`src/rtl/rename_unit_pkg.sv`:
```
// rename_unit_pkg: shared out-of-order pipeline types for the rename stage.
// Holds the register-file sizing, the fu_type enum, the decode->rename and
// rename->dispatch packet structs, and a helper for the effective rd write.
// No ports (package).
package rename_unit_pkg;

  localparam int NUM_ARCH  = 32;
  localparam int NUM_PHYS  = 64;
  localparam int AREG_W    = $clog2(NUM_ARCH);
  localparam int PREG_W    = $clog2(NUM_PHYS);
  localparam int FREE_INIT = NUM_PHYS - NUM_ARCH;

  typedef logic [AREG_W-1:0] areg_t;
  typedef logic [PREG_W-1:0] preg_t;

  typedef enum logic [1:0] {
    FU_ALU = 2'd0,
    FU_MUL = 2'd1,
    FU_LSU = 2'd2,
    FU_BR  = 2'd3
  } fu_type_e;

  typedef struct packed {
    areg_t       rs1;
    areg_t       rs2;
    areg_t       rd;
    logic        rs1_used;
    logic        rs2_used;
    logic        rd_used;
    fu_type_e    fu_type;
    logic        is_branch;
    logic [31:0] payload;
  } decode_pkt_t;

  typedef struct packed {
    decode_pkt_t dec;
    preg_t       rs1_tag;
    preg_t       rs2_tag;
    preg_t       rd_new_tag;
    preg_t       rd_old_tag;
  } rename_pkt_t;

  // x0 is hard-wired, so a write to it never consumes a physical register.
  function automatic logic rd_writes(decode_pkt_t p);
    return p.rd_used && (p.rd != '0);
  endfunction

endpackage

```
`src/rtl/rename_unit_if.sv`:
```
// rename_unit_if: decode->rename and rename->dispatch valid/ready handshakes.
//   valid_in/pkt_in/ready_out : decoded instruction into rename
//   valid_out/pkt_out/ready_in: renamed packet out to dispatch
// Modports: master (decode/dispatch side), slave (rename_unit).
interface rename_unit_if;
  import rename_unit_pkg::*;

  logic        valid_in;
  logic        ready_out;
  decode_pkt_t pkt_in;
  logic        valid_out;
  logic        ready_in;
  rename_pkt_t pkt_out;

  modport master (
    output valid_in, pkt_in, ready_in,
    input  ready_out, valid_out, pkt_out
  );

  modport slave (
    input  valid_in, pkt_in, ready_in,
    output ready_out, valid_out, pkt_out
  );

endinterface

```
`src/rtl/rename_freelist.sv`:
```
// rename_freelist: circular FIFO of free physical tags, depth NUM_PHYS.
// Ports:
//   clk, rst    clock, synchronous active-high reset
//   pop         consume head_tag (rename of a dest-writer)
//   push        return push_tag to the tail (commit frees old tag)
//   push_tag    tag being freed
//   commit_pop  a dest-writer committed: advance the committed head
//   flush       rewind head to the committed head
//   head_tag    tag that the next pop will hand out
//   count       occupancy (tail - head), PREG_W+1 bits
module rename_freelist
  import rename_unit_pkg::*;
(
  input  logic            clk,
  input  logic            rst,
  input  logic            pop,
  input  logic            push,
  input  preg_t           push_tag,
  input  logic            commit_pop,
  input  logic            flush,
  output preg_t           head_tag,
  output logic [PREG_W:0] count
);

  typedef logic [PREG_W:0] ptr_t;

  preg_t slots [NUM_PHYS];
  ptr_t  head;
  ptr_t  tail;
  ptr_t  commit_head;

  // Pointers carry a wrap bit so the subtraction gives occupancy directly.
  assign head_tag = slots[head[PREG_W-1:0]];
  assign count    = tail - head;

  always_ff @(posedge clk) begin
    if (rst) begin
      for (int i = 0; i < NUM_PHYS; i++) begin
        slots[i] <= (i < FREE_INIT) ? preg_t'(NUM_ARCH + i) : '0;
      end
      head        <= '0;
      tail        <= ptr_t'(FREE_INIT);
      commit_head <= '0;
    end else begin
      if (push) begin
        slots[tail[PREG_W-1:0]] <= push_tag;
        tail                    <= tail + ptr_t'(1);
      end
      if (commit_pop) begin
        commit_head <= commit_head + ptr_t'(1);
      end
      // Entries between commit_head and head belong to squashed
      // instructions; rewinding head returns them to the pool in order.
      if (flush) begin
        head <= commit_pop ? commit_head + ptr_t'(1) : commit_head;
      end else if (pop) begin
        head <= head + ptr_t'(1);
      end
    end
  end

endmodule

```
`src/rtl/rename_unit.sv`:
```
// rename_unit: in-order, one-per-cycle register rename stage feeding dispatch.
// Reads the speculative map for source tags, pops a free tag for each
// destination, records the previous mapping, and registers the result.
// Commit frees old tags and updates the retirement map; flush restores it.
// Ports:
//   clk, rst            clock, synchronous active-high reset
//   flush_i             mispredict flush
//   bus (slave)         valid_in/ready_out/pkt_in, valid_out/ready_in/pkt_out
//   commit_*            ROB commit: rd_used, arch rd, new tag, old tag to free
//   free_count_o        free-list occupancy
// Optional (macro RENAME_PERF_CNT_EN):
//   stall_fl_cnt_o      saturating count of cycles stalled on empty free list
module rename_unit
  import rename_unit_pkg::*;
(
  input  logic            clk,
  input  logic            rst,
  input  logic            flush_i,
  rename_unit_if.slave    bus,
  input  logic            commit_valid_i,
  input  logic            commit_rd_used_i,
  input  areg_t           commit_rd_arch_i,
  input  preg_t           commit_dest_new_i,
  input  preg_t           commit_dest_old_i,
  output logic [PREG_W:0] free_count_o
`ifdef RENAME_PERF_CNT_EN
  ,
  output logic [31:0]     stall_fl_cnt_o
`endif
);

  preg_t           map  [NUM_ARCH];
  preg_t           rrat [NUM_ARCH];
  logic            rd_used_eff;
  logic            ready;
  logic            fire;
  logic            pop;
  logic            commit_wr;
  preg_t           head_tag;
  logic [PREG_W:0] count;
  rename_pkt_t     pkt_p0;
  rename_pkt_t     pkt_p1;
  logic            vld_p1;

  rename_freelist u_freelist (
    .clk        (clk),
    .rst        (rst),
    .pop        (pop),
    .push       (commit_wr),
    .push_tag   (commit_dest_old_i),
    .commit_pop (commit_wr),
    .flush      (flush_i),
    .head_tag   (head_tag),
    .count      (count)
  );

  assign rd_used_eff = rd_writes(bus.pkt_in);
  assign ready       = (!vld_p1 || bus.ready_in) && (!rd_used_eff || count != '0) && !flush_i;
  assign fire        = bus.valid_in && ready;
  assign pop         = fire && rd_used_eff;
  assign commit_wr   = commit_valid_i && commit_rd_used_i;

  assign bus.ready_out = ready;
  assign bus.valid_out = vld_p1;
  assign bus.pkt_out   = pkt_p1;
  assign free_count_o  = count;

  // Stage p0: map lookup uses the pre-update table, so rs == rd sees the old tag.
  always_comb begin
    pkt_p0             = '0;
    pkt_p0.dec         = bus.pkt_in;
    pkt_p0.dec.rd_used = rd_used_eff;
    pkt_p0.rs1_tag     = map[bus.pkt_in.rs1];
    pkt_p0.rs2_tag     = map[bus.pkt_in.rs2];
    if (rd_used_eff) begin
      pkt_p0.rd_old_tag = map[bus.pkt_in.rd];
      pkt_p0.rd_new_tag = head_tag;
    end
  end

  always_ff @(posedge clk) begin
    if (rst) begin
      for (int i = 0; i < NUM_ARCH; i++) begin
        map[i]  <= preg_t'(i);
        rrat[i] <= preg_t'(i);
      end
    end else begin
      if (commit_wr) begin
        rrat[commit_rd_arch_i] <= commit_dest_new_i;
      end
      // Restore from the retirement map, forwarding a same-cycle commit.
      if (flush_i) begin
        for (int i = 0; i < NUM_ARCH; i++) begin
          map[i] <= (commit_wr && commit_rd_arch_i == areg_t'(i)) ? commit_dest_new_i : rrat[i];
        end
      end else if (pop) begin
        map[bus.pkt_in.rd] <= head_tag;
      end
    end
  end

  // Stage p1: output register toward dispatch.
  always_ff @(posedge clk) begin
    if (rst) begin
      vld_p1 <= 1'b0;
      pkt_p1 <= '0;
    end else if (flush_i) begin
      vld_p1 <= 1'b0;
    end else if (fire) begin
      vld_p1 <= 1'b1;
      pkt_p1 <= pkt_p0;
    end else if (bus.ready_in) begin
      vld_p1 <= 1'b0;
    end
  end

`ifdef RENAME_PERF_CNT_EN
  logic [31:0] stall_cnt;

  always_ff @(posedge clk) begin
    if (rst) begin
      stall_cnt <= '0;
    end else if (bus.valid_in && rd_used_eff && count == '0 && stall_cnt != '1) begin
      stall_cnt <= stall_cnt + 32'd1;
    end
  end

  assign stall_fl_cnt_o = stall_cnt;
`endif

endmodule

```
`src/flat_wrapper.sv`:
```
// flat-port wrapper written by rule: the top's interface ports become plain ports
module rename_unit_flat import rename_unit_pkg::*;
  (clk, rst, flush_i, commit_valid_i, commit_rd_used_i, commit_rd_arch_i, commit_dest_new_i, commit_dest_old_i, free_count_o, bus_valid_in, bus_pkt_in, bus_ready_in, bus_ready_out, bus_valid_out, bus_pkt_out);
  rename_unit_if bus_i ();
  input  logic clk;
  input  logic rst;
  input  logic flush_i;
  input  logic commit_valid_i;
  input  logic commit_rd_used_i;
  input  areg_t commit_rd_arch_i;
  input  preg_t commit_dest_new_i;
  input  preg_t commit_dest_old_i;
  output logic [PREG_W:0] free_count_o;
  input wire logic [$bits(bus_i.valid_in)-1:0] bus_valid_in;
  input wire logic [$bits(bus_i.pkt_in)-1:0] bus_pkt_in;
  input wire logic [$bits(bus_i.ready_in)-1:0] bus_ready_in;
  output wire logic [$bits(bus_i.ready_out)-1:0] bus_ready_out;
  output wire logic [$bits(bus_i.valid_out)-1:0] bus_valid_out;
  output wire logic [$bits(bus_i.pkt_out)-1:0] bus_pkt_out;
  assign bus_i.valid_in = bus_valid_in;
  assign bus_i.pkt_in = bus_pkt_in;
  assign bus_i.ready_in = bus_ready_in;
  assign bus_ready_out = bus_i.ready_out;
  assign bus_valid_out = bus_i.valid_out;
  assign bus_pkt_out = bus_i.pkt_out;
  rename_unit u_core (.clk(clk), .rst(rst), .flush_i(flush_i), .bus(bus_i), .commit_valid_i(commit_valid_i), .commit_rd_used_i(commit_rd_used_i), .commit_rd_arch_i(commit_rd_arch_i), .commit_dest_new_i(commit_dest_new_i), .commit_dest_old_i(commit_dest_old_i), .free_count_o(free_count_o));
endmodule
```
`config.mk`:
```
export PLATFORM = sky130hd
export DESIGN_NAME = rename_unit_flat
export DESIGN_NICKNAME = d
export VERILOG_FILES = /design/src/rtl/rename_unit_pkg.sv /design/src/rtl/rename_unit_if.sv /design/src/rtl/rename_freelist.sv /design/src/rtl/rename_unit.sv /design/src/flat_wrapper.sv
export SDC_FILE = /design/constraint.sdc
export NUM_CORES = 2
export LEC_CHECK = 0
export CORE_MARGIN = 1.5
export CORE_UTILIZATION = 50
export CTS_BUF_LIST = sky130_fd_sc_hd__clkbuf_4 sky130_fd_sc_hd__clkbuf_8
export DETAILED_ROUTE_END_ITERATION = 8
export GPL_TIMING_DRIVEN = 0
export PLACE_DENSITY = 0.67
export SYNTH_ARGS = -nofsm -noshare
export SYNTH_HDL_FRONTEND = slang
export SYNTH_HIERARCHICAL = 1
export SYNTH_SLANG_ARGS = --single-unit
```
`constraint.sdc`:
```
create_clock -name clk -period 4.9 [get_ports clk]
set_input_delay 0.735 -clock clk [delete_from_list [all_inputs] [get_ports clk]]
set_output_delay 0.735 -clock clk [all_outputs]
set_load 0.005 [all_outputs]
```
Fig. 1: placed cells, one color a class
Scale bar: 100 um. Fill, decap, tap and diode cells in gray.
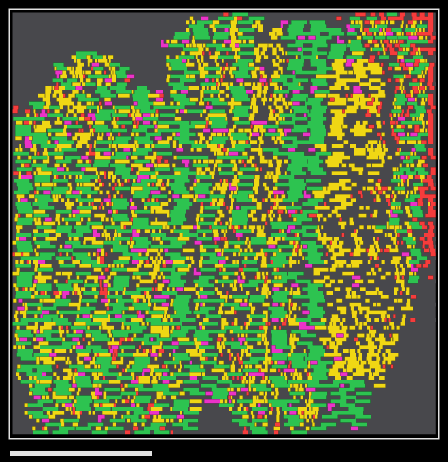
class	color	cells
other buffers and delay cells	red	497
flip-flops	green	873
all other logic	yellow	2383
clock drivers and dummy loads	magenta	253

Fig. 2: cell placement
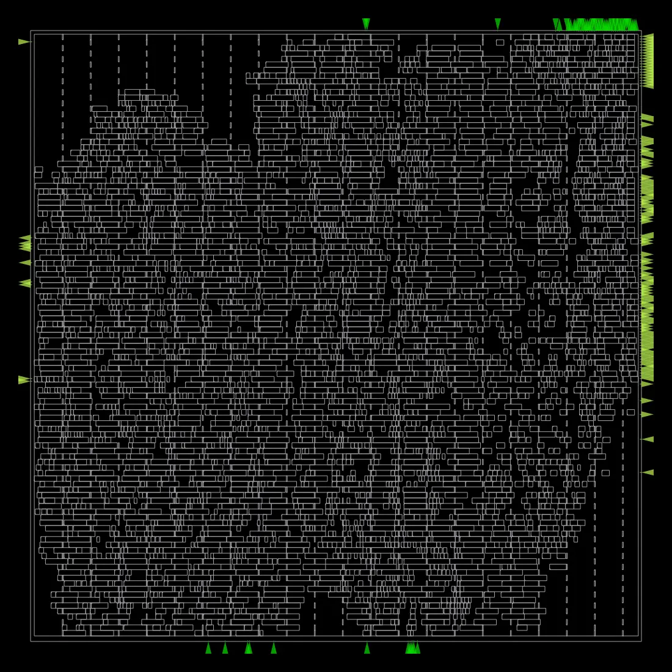
sequential share of cell area: 49.9%
FP Rows: 109

Fig. 3: metal 4
Scale bar: 100 um.
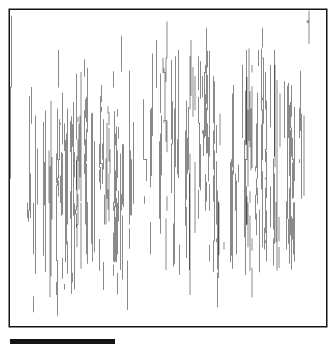
nets with wire on the layer	201
share of all routed wire	8.5%
longest straight run	182 um

Fig. 4: gate families picked out
Scale bar: 100 um.
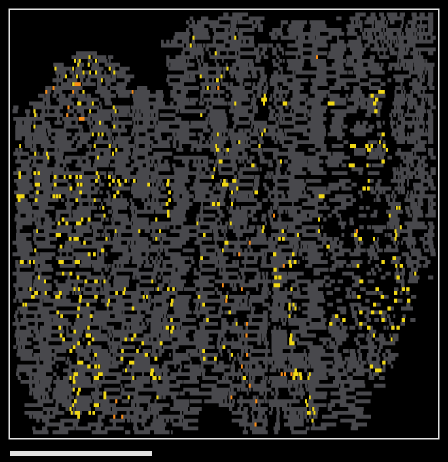
family	color	cells
NOR gates	yellow	410
inverters	orange	34
share of the final layout cell area in multi-input gates: 34.9%
most numerous logic cell after layout: sky130_fd_sc_hd__edfxtp_1
count of placed standard cells in the final layout, fillers left out: 5176

==> flow_metrics.tcl <==
# implementation run metrics
set metrics [dict create \
    avgViaCountPerCell 6.53 \
    powerDensity_nw_per_um2 346 \
    yosys-stat-cells 3597 \
    reg2reg_to "u_core/map[30][5]" \
    log.warning_count 27 \
    first_global_vias 32700 \
    clock_insertion_delay_worst_skew_ps 860 \
    worst-slew-pin-transition_ps 1300 \
    p_leak_nw 17.0 \
    placeableCoreArea_sq_um 88200 \
    fin_crit_sh_pct 101 \
    share_comb_of_total_power_pct 12.2 \
    worst-setup-path-type "flip-flop to flip-flop" \
    cts_inserted_buffers 147 \
    grt.overflow.total 0 \
    crit_top_cell "sky130_fd_sc_hd__buf_4" \
    p_switching_mw 4.65 \
    route.antenna.remaining_nets 0 \
    finalSetupViolCount 8 \
    synth_async_sr_flop_share_pct 0 \
    met2_wirelength_um 76900 \
    wire_length_of_the_first_global_routing_pass_um 232000 \
    grt.met3_usage_pct 7.36 \
    worstSetupStartpointType "flip-flop" \
    seq_power_mw 8.66 \
    min_path_type "flip-flop to flip-flop" \
    rsz0062_at_grt "false" \
    layout_setup_ws_ps -66.7 \
    final-nonclk-buf-share_pct 6.14 \
    fin_worst_skew_ps 66.0 \
    synth_area_sq_um 44400 \
    status "finished, violations left" \
    met1_wire_length_um 58300 \
    grt_usage_pct 36.5 \
    cts.repair_timing.setup_buffer_count 2 \
    violations "setup timing" \
    clkSlewWorstSetupHoldPaths_ps 60 \
    clockBufferDepth 3 \
    share_seq_of_total_power_pct 49.7 \
    cp_slowest_stage_delay_ps 730 \
    layout.filler_cells 7288 \
    pin_count 163 \
    die_width_um 301 \
    timing.critical_path.max_delay_family "buffers and inverters" \
    cp_data_required_time_ps 5430 \
    post_cts_resize_count 8 \
    final_core_utilization_pct 57.1 \
    place_worst_setup_slack_ps -99.3 \
    worst_path_max_delay_cell "sky130_fd_sc_hd__clkbuf_1" \
    postRouteWirelength_um 167000 \
    postCtsHoldBufs 0 \
    p_sw_share_pct 26.7 \
    place.port_buffers 152 \
    dr.pass1.iters 6 \
    timing.critical_path.cells "buf_4 > buf_4 > buf_4 > buf_2 > mux2i_1 > a21oi_1 > o21ai_1 > o41ai_1 > buf_1 > inv_1 > clkbuf_1 > a21oi_1" \
    dp.final_hpwl_um 126000 \
    min_path_cells 2 \
    globalRouteMet1Util_pct 44.3 \
    fp_util_pct 50.3 \
    p_comb_mw 2.13 \
    dpl-instance-area_sq_um 47400 \
    global_route.peak_usage_layer "met2" \
    cts_tree "built" \
    die-area_sq_um 90600 \
    design_power_total_mw 17.4 \
    taps 1165 \
    ys.flop_type "sky130_fd_sc_hd__edfxtp_1" \
    wl_per_cell_um 32.2 \
    grt_util_met2_pct 57.9 \
    clockNetworkAreaShare_pct 5.81 \
    route.detailed.drc 0 \
    yosysWarningCount 6 \
    antenna_found_initial 4 \
    yosysUniqueCellTypes 78 \
    synth.top_cells.by_count "sky130_fd_sc_hd__edfxtp_1 (768), sky130_fd_sc_hd__nand2_1 (301), sky130_fd_sc_hd__clkbuf_1 (225)" \
    r2r_slack_ps -70 \
    wl_met3_um 17000 \
    yosysTopAreaCellShare_pct 51.9 \
    drt_first_iter_violations 4770 \
    area_taken_by_multi_input_logic_gates_sq_um 17600 \
]
flip-flops by register name, summed over array words and instances (netlist names), named ones only:
signal and cells:
u_core/bus.pkt_out 77, u_core/bus.valid_out 1, u_core/map 192, u_core/rrat 192, u_core/u_freelist/commit_head 7, u_core/u_freelist/head 7, u_core/u_freelist/slots 384, u_core/u_freelist/tail 7
worst max-delay path by stage:
stage / from / endpoint / slack (ps)
after global placement: flip-flop / u_core/map[4][2] / -630
after detailed placement: u_core/u_freelist/tail[0] / flip-flop / -100
final: flip-flop / u_core/map[30][5] / -70
after global routing: u_core/u_freelist/tail[0] / bus_ready_out / 10
after CTS: u_core/u_freelist/tail[0] / bus_ready_out / 20
after floorplan: u_core/u_freelist/tail[0] / u_core/map[23][0] / 1200
